pdn.png
The bar under the picture is 50 um long. Pins as bars on the die edge. Tap cells in grey.
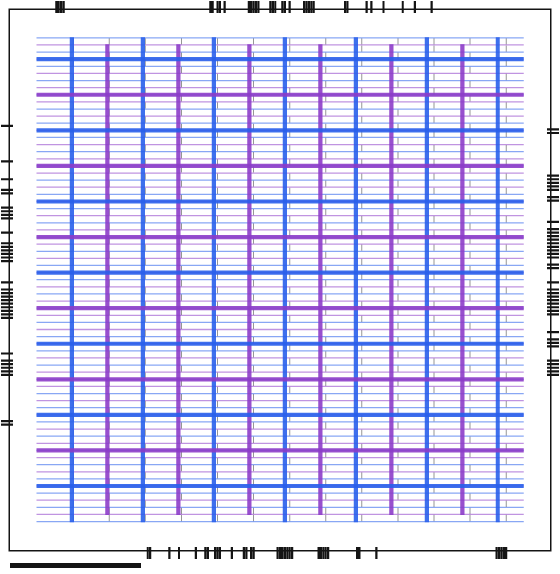
cell_classes.png
The bar under the picture is 50 um long.
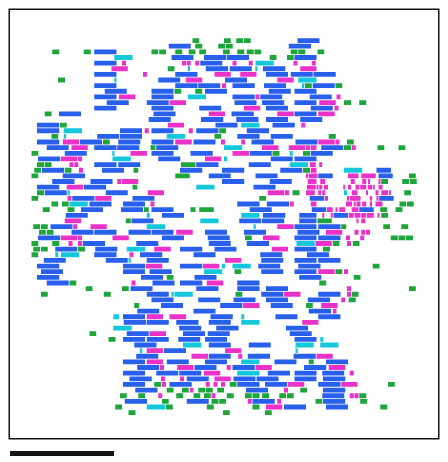
clock_map.png
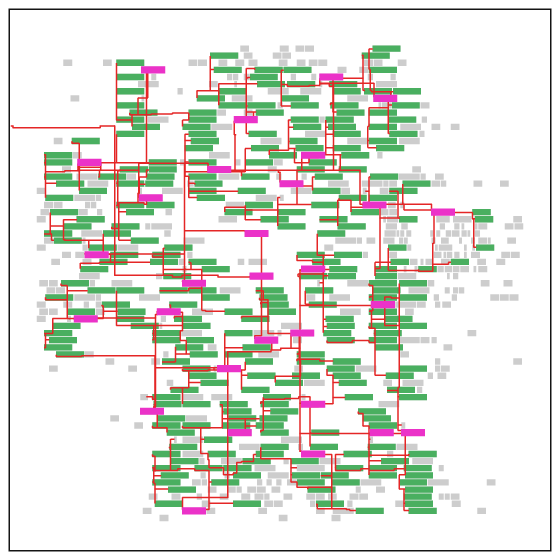
metal_stack.png
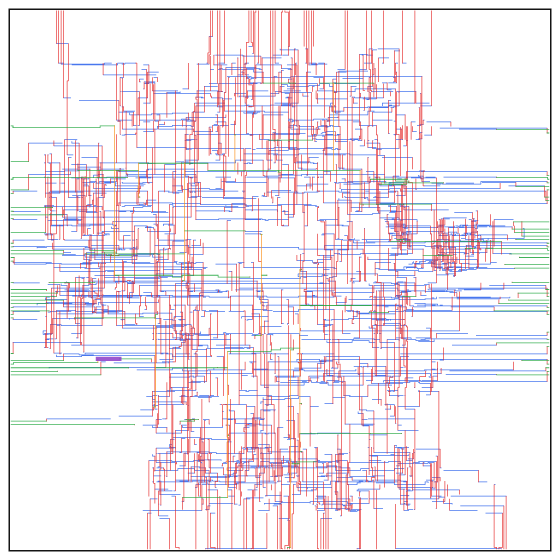
[src/rtl/i2d_ifq.sv]
// i2d_ifq: instruction queue between the i2d fetch stage and decode.
// Latency: 1 cycle fetch-to-head (0 cycles with I2D_IFQ_BYPASS_EN defined and the queue empty).
// Backpressure: fetch_halt rises at DEPTH-1 entries or on flush; a word arriving while full with no pop is dropped and sets the sticky ovf.
//
// Ports:
//   clk, rst                       core clock, synchronous active-high reset
//   in_valid/in_ins/in_pc/in_err   fetched word, its PC and bus-error flag
//   flush                          PC redirect, discards every entry
//   fetch_halt                     stop issuing fetches
//   out_valid/out_ready            head handshake towards decode
//   out_ins/out_pc/out_err         head entry (NOP / 0 / 0 when out_valid=0)
//   ovf                            sticky overflow, cleared only by rst
//   count                          occupancy, 0..DEPTH
//
// Optional macro I2D_IFQ_BYPASS_EN: when defined, an empty queue forwards the
// incoming word to the head in the same cycle; if decode takes it right away
// it is never written.

`ifndef CORE_OPCODE_NOP
`define CORE_OPCODE_NOP 8'h15
`endif

module i2d_ifq #(
    parameter int DEPTH = 4,
    parameter int PTR_W = 2
) (
    input  logic             clk,
    input  logic             rst,
    input  logic             in_valid,
    input  logic [31:0]      in_ins,
    input  logic [31:0]      in_pc,
    input  logic             in_err,
    input  logic             flush,
    output logic             fetch_halt,
    output logic             out_valid,
    output logic [31:0]      out_ins,
    output logic [31:0]      out_pc,
    output logic             out_err,
    input  logic             out_ready,
    output logic             ovf,
    output logic [PTR_W:0]   count
);

    localparam logic [31:0] NOP_WORD =
        {`CORE_OPCODE_NOP, {(32 - $bits(`CORE_OPCODE_NOP)){1'b0}}};
    localparam logic [PTR_W:0] FULL_LVL = (PTR_W + 1)'(DEPTH);
    localparam logic [PTR_W:0] HALT_LVL = (PTR_W + 1)'(DEPTH - 1);

    logic [31:0]      ins_mem [DEPTH];
    logic [31:0]      pc_mem  [DEPTH];
    logic             err_mem [DEPTH];

    logic [PTR_W-1:0] wr_ptr;
    logic [PTR_W-1:0] rd_ptr;
    logic [PTR_W:0]   cnt_q;
    logic             ovf_q;

    logic             q_valid;
    logic             full;
    logic             q_pop;
    logic             push;
    logic             drop;
    logic             head_vld;
    logic [31:0]      head_ins;
    logic [31:0]      head_pc;
    logic             head_err;

    assign q_valid = (cnt_q != '0);
    assign full    = (cnt_q == FULL_LVL);
    // Only a stored entry advances rd_ptr; a bypassed word never occupies storage.
    assign q_pop   = q_valid & out_ready;
    assign drop    = in_valid & full & ~q_pop;

`ifdef I2D_IFQ_BYPASS_EN
    logic byp;
    logic byp_take;

    assign byp      = ~q_valid & in_valid & ~flush;
    assign byp_take = byp & out_ready;
    assign push     = in_valid & ~byp_take & (~full | q_pop);

    always_comb begin
        head_vld = q_valid | byp;
        head_ins = ins_mem[rd_ptr];
        head_pc  = pc_mem[rd_ptr];
        head_err = err_mem[rd_ptr];
        if (byp) begin
            head_ins = in_ins;
            head_pc  = in_pc;
            head_err = in_err;
        end
    end
`else
    assign push = in_valid & (~full | q_pop);

    always_comb begin
        head_vld = q_valid;
        head_ins = ins_mem[rd_ptr];
        head_pc  = pc_mem[rd_ptr];
        head_err = err_mem[rd_ptr];
    end
`endif

    // Storage is not reset; entries are only observable once count covers them.
    always_ff @(posedge clk) begin
        if (push & ~flush & ~rst) begin
            ins_mem[wr_ptr] <= in_ins;
            pc_mem[wr_ptr]  <= in_pc;
            err_mem[wr_ptr] <= in_err;
        end
    end

    always_ff @(posedge clk) begin
        if (rst) begin
            wr_ptr <= '0;
            rd_ptr <= '0;
            cnt_q  <= '0;
            ovf_q  <= 1'b0;
        end else if (flush) begin
            // Redirect: same-cycle push is discarded, a same-cycle pop is moot.
            wr_ptr <= '0;
            rd_ptr <= '0;
            cnt_q  <= '0;
        end else begin
            if (push) begin
                wr_ptr <= wr_ptr + 1'b1;
            end
            if (q_pop) begin
                rd_ptr <= rd_ptr + 1'b1;
            end
            case ({push, q_pop})
                2'b10:   cnt_q <= cnt_q + 1'b1;
                2'b01:   cnt_q <= cnt_q - 1'b1;
                default: cnt_q <= cnt_q;
            endcase
            if (drop) begin
                ovf_q <= 1'b1;
            end
        end
    end

    // One slot of slack covers the fetch already in flight when halt rises.
    assign fetch_halt = (cnt_q >= HALT_LVL) | flush;

    assign out_valid = head_vld;
    assign out_ins   = head_vld ? head_ins : NOP_WORD;
    assign out_pc    = head_vld ? head_pc : 32'h0;
    assign out_err   = head_vld & head_err;
    assign ovf       = ovf_q;
    assign count     = cnt_q;

endmodule

[config.mk]
export PLATFORM = sky130hd
export DESIGN_NAME = i2d_ifq
export DESIGN_NICKNAME = d
export VERILOG_FILES = /design/src/rtl/i2d_ifq.sv
export SDC_FILE = /design/constraint.sdc
export NUM_CORES = 1
export LEC_CHECK = 0
export CORE_MARGIN = 10
export CORE_UTILIZATION = 30
export DETAILED_ROUTE_END_ITERATION = 10
export PLACE_DENSITY = 0.59
export SLEW_MARGIN = 20
export SYNTH_ARGS = -nofsm -noshare
export SYNTH_HDL_FRONTEND = slang
export SYNTH_SLANG_ARGS = --single-unit
[constraint.sdc]
create_clock -name clk -period 4.2 [get_ports clk]
set_input_delay 0.63 -clock clk [delete_from_list [all_inputs] [get_ports clk]]
set_output_delay 0.63 -clock clk [all_outputs]
set_load 0.05 [all_outputs]
==> reports/results.txt <==
Min-delay worst type: flop to flop
Leading area contributor after synthesis: edfxtp_1
Gr ovfl total: 0
Fin crit period: 3.70 ns
Worst reg-to-reg setup slack: 1.71 ns
Antenna violations before repair: 2
Number of clock-tree buffers in the layout: 33
Crit Reg-Reg Endpoint: pc_mem[3][24]
Fp_density: 30.3%
GRT met1 Usage: 15.1%
Final-report max-slew violation count: 0
Number of setup buffers added after CTS: 0
Buffer levels on the longest clock path: 3
Met3 demand-to-capacity share in global routing: 2.92%
Layout cell share with drive strength beyond 1: 19.3%
HP Start: ovf
Achievable frequency: 0.270 GHz
Synth Register Bits: 270
Largest cells by area: edfxtp_1 (75%), mux4_2 (14%), and2_1 (4.0%)
Count of max-cap constraint violations: 0
Worst setup EP type: output pin
Clock tree cell share of total cell area: 6.40%
Layer with the highest usage after global routing: met2
Post-synth design cell area: 10400 um2
Number of buffer and inverter stages on the critical path: 2
Largest net degree at the start of global routing: 66
M2 GR Usage: 17.4%
Placed inst area: 12400 um2
Final hold slack: 0.501 ns
Non-clock buffer count in the final layout: 153
EDFF count, synth: 260
Power spent charging and discharging nets: 1.25 mW
TritonCTS clock tree: built
Gate family responsible for the most delay along the worst path: buffers and inverters
Level count of the clock H-tree: 1
Worst slew margin relative to its limit: 61.6%
Number of global-route vias before repair: 5638
Switching power as a share of total power: 21.9%
Status: completed
Combinational cell power: 0.427 mW
Top FF cell, synth: edfxtp_1
Number of sequential storage elements: 270
Pwr Density: 431 nW/um2
Number of cells in the finished layout apart from fillers: 1118
Number of nets in the layout: 717
Comb gate area: 2250 um2
Count of pins on the block boundary: 141
Tightest Pin Transition: 0.576 ns
Post-Synthesis Mean Instance Area: 21.6 um2
Biggest regs: ins_mem: 128 flops, pc_mem: 128 flops, err_mem: 4 flops
Post-route total power: 5.72 mW
Top cells by count: edfxtp_1 (260), and2_1 (66), mux4_2 (65)
Worst reg2reg startpoint: count[1]
YS warnings: 0
Post-layout period usage of the worst path: 88.0%
Antenna diode count: 1
Worst R2R Path Depth: 4
-- pdn.png (at the start) --
legend:
  blue:
    net: VSS
  purple:
    net: VDD
met4 straps: 13
rows: 68
met5 straps: 13
die height: 207 um
Die W: 207 um

-- cell_classes.png (at the start) --
legend:
  green:
    class: other buffers and delay cells
    cells: 153
  cyan:
    class: clock drivers and dummy loads
    cells: 51
  blue:
    class: flip-flops
    cells: 270
  magenta:
    class: all other logic
    cells: 188
total number of placement rows: 68
Seq/total area: 60.4%
utilization of the core after routing: 38.5%
Finished Cell Area: 13300 um2
Placeable Area: 34500 um2

-- clock_map.png (at the start) --
legend:
  magenta:
    item: cells driving clock nets
    count: 29
  red:
    item: clock wires
    length: 3290 um
  green:
    item: flip-flops
    count: 270
routed clock nets: 30
Clk pwr share: 40.2%
Layout Skew: 0.0185 ns
clock latency at the later pin of the worst-skew pair: 0.54 ns
clock group power: 2.30 mW

-- metal_stack.png (at the start) --
legend:
  blue:
    layer: met1
    wire_length: 10700 um
  red:
    layer: met2
    wire_length: 11400 um
  orange:
    layer: met4
    wire_length: 450 um
  green:
    layer: met3
    wire_length: 1540 um
  purple:
    layer: met5
    wire_length: 8.30 um
overall track demand over capacity in global routing: 11.1%
total via count after detailed routing: 5130
routed wire length per instance: 21.5 um

cell families after synthesis:
group / Yosys count / synth area share, %
flip-flops: 270 / 76.7
AND/OR/NAND/NOR: 93 / 5.47
multiplexers: 68 / 14.3
buffers and inverters: 33 / 1.76
AND-OR/OR-AND: 12 / 0.791
adder cells (fa/ha/maj): 5 / 0.671
XOR/XNOR: 3 / 0.252
layer usage:
| metal | up-vias | wire (um) |
|---|---|---|
| li1 | 2257 | - |
| met2 | 148 | 11400 |
| met4 | 2 | 449 |
| met3 | 35 | 1540 |
| met1 | 2688 | 10700 |
| met5 | - | 8 |
worst max path at each step:
stage,from,to,cells after the start
floorplan,flush,err_mem[0],4
global placement,flop,out_pc[10],4
detailed placement,in_valid,pc_mem[3][17],5
CTS,flop,out_pc[10],4
global route,flop,out_pc[12],4
finish,flop,out_pc[9],4
Power is estimated from default activity; no workload was simulated.
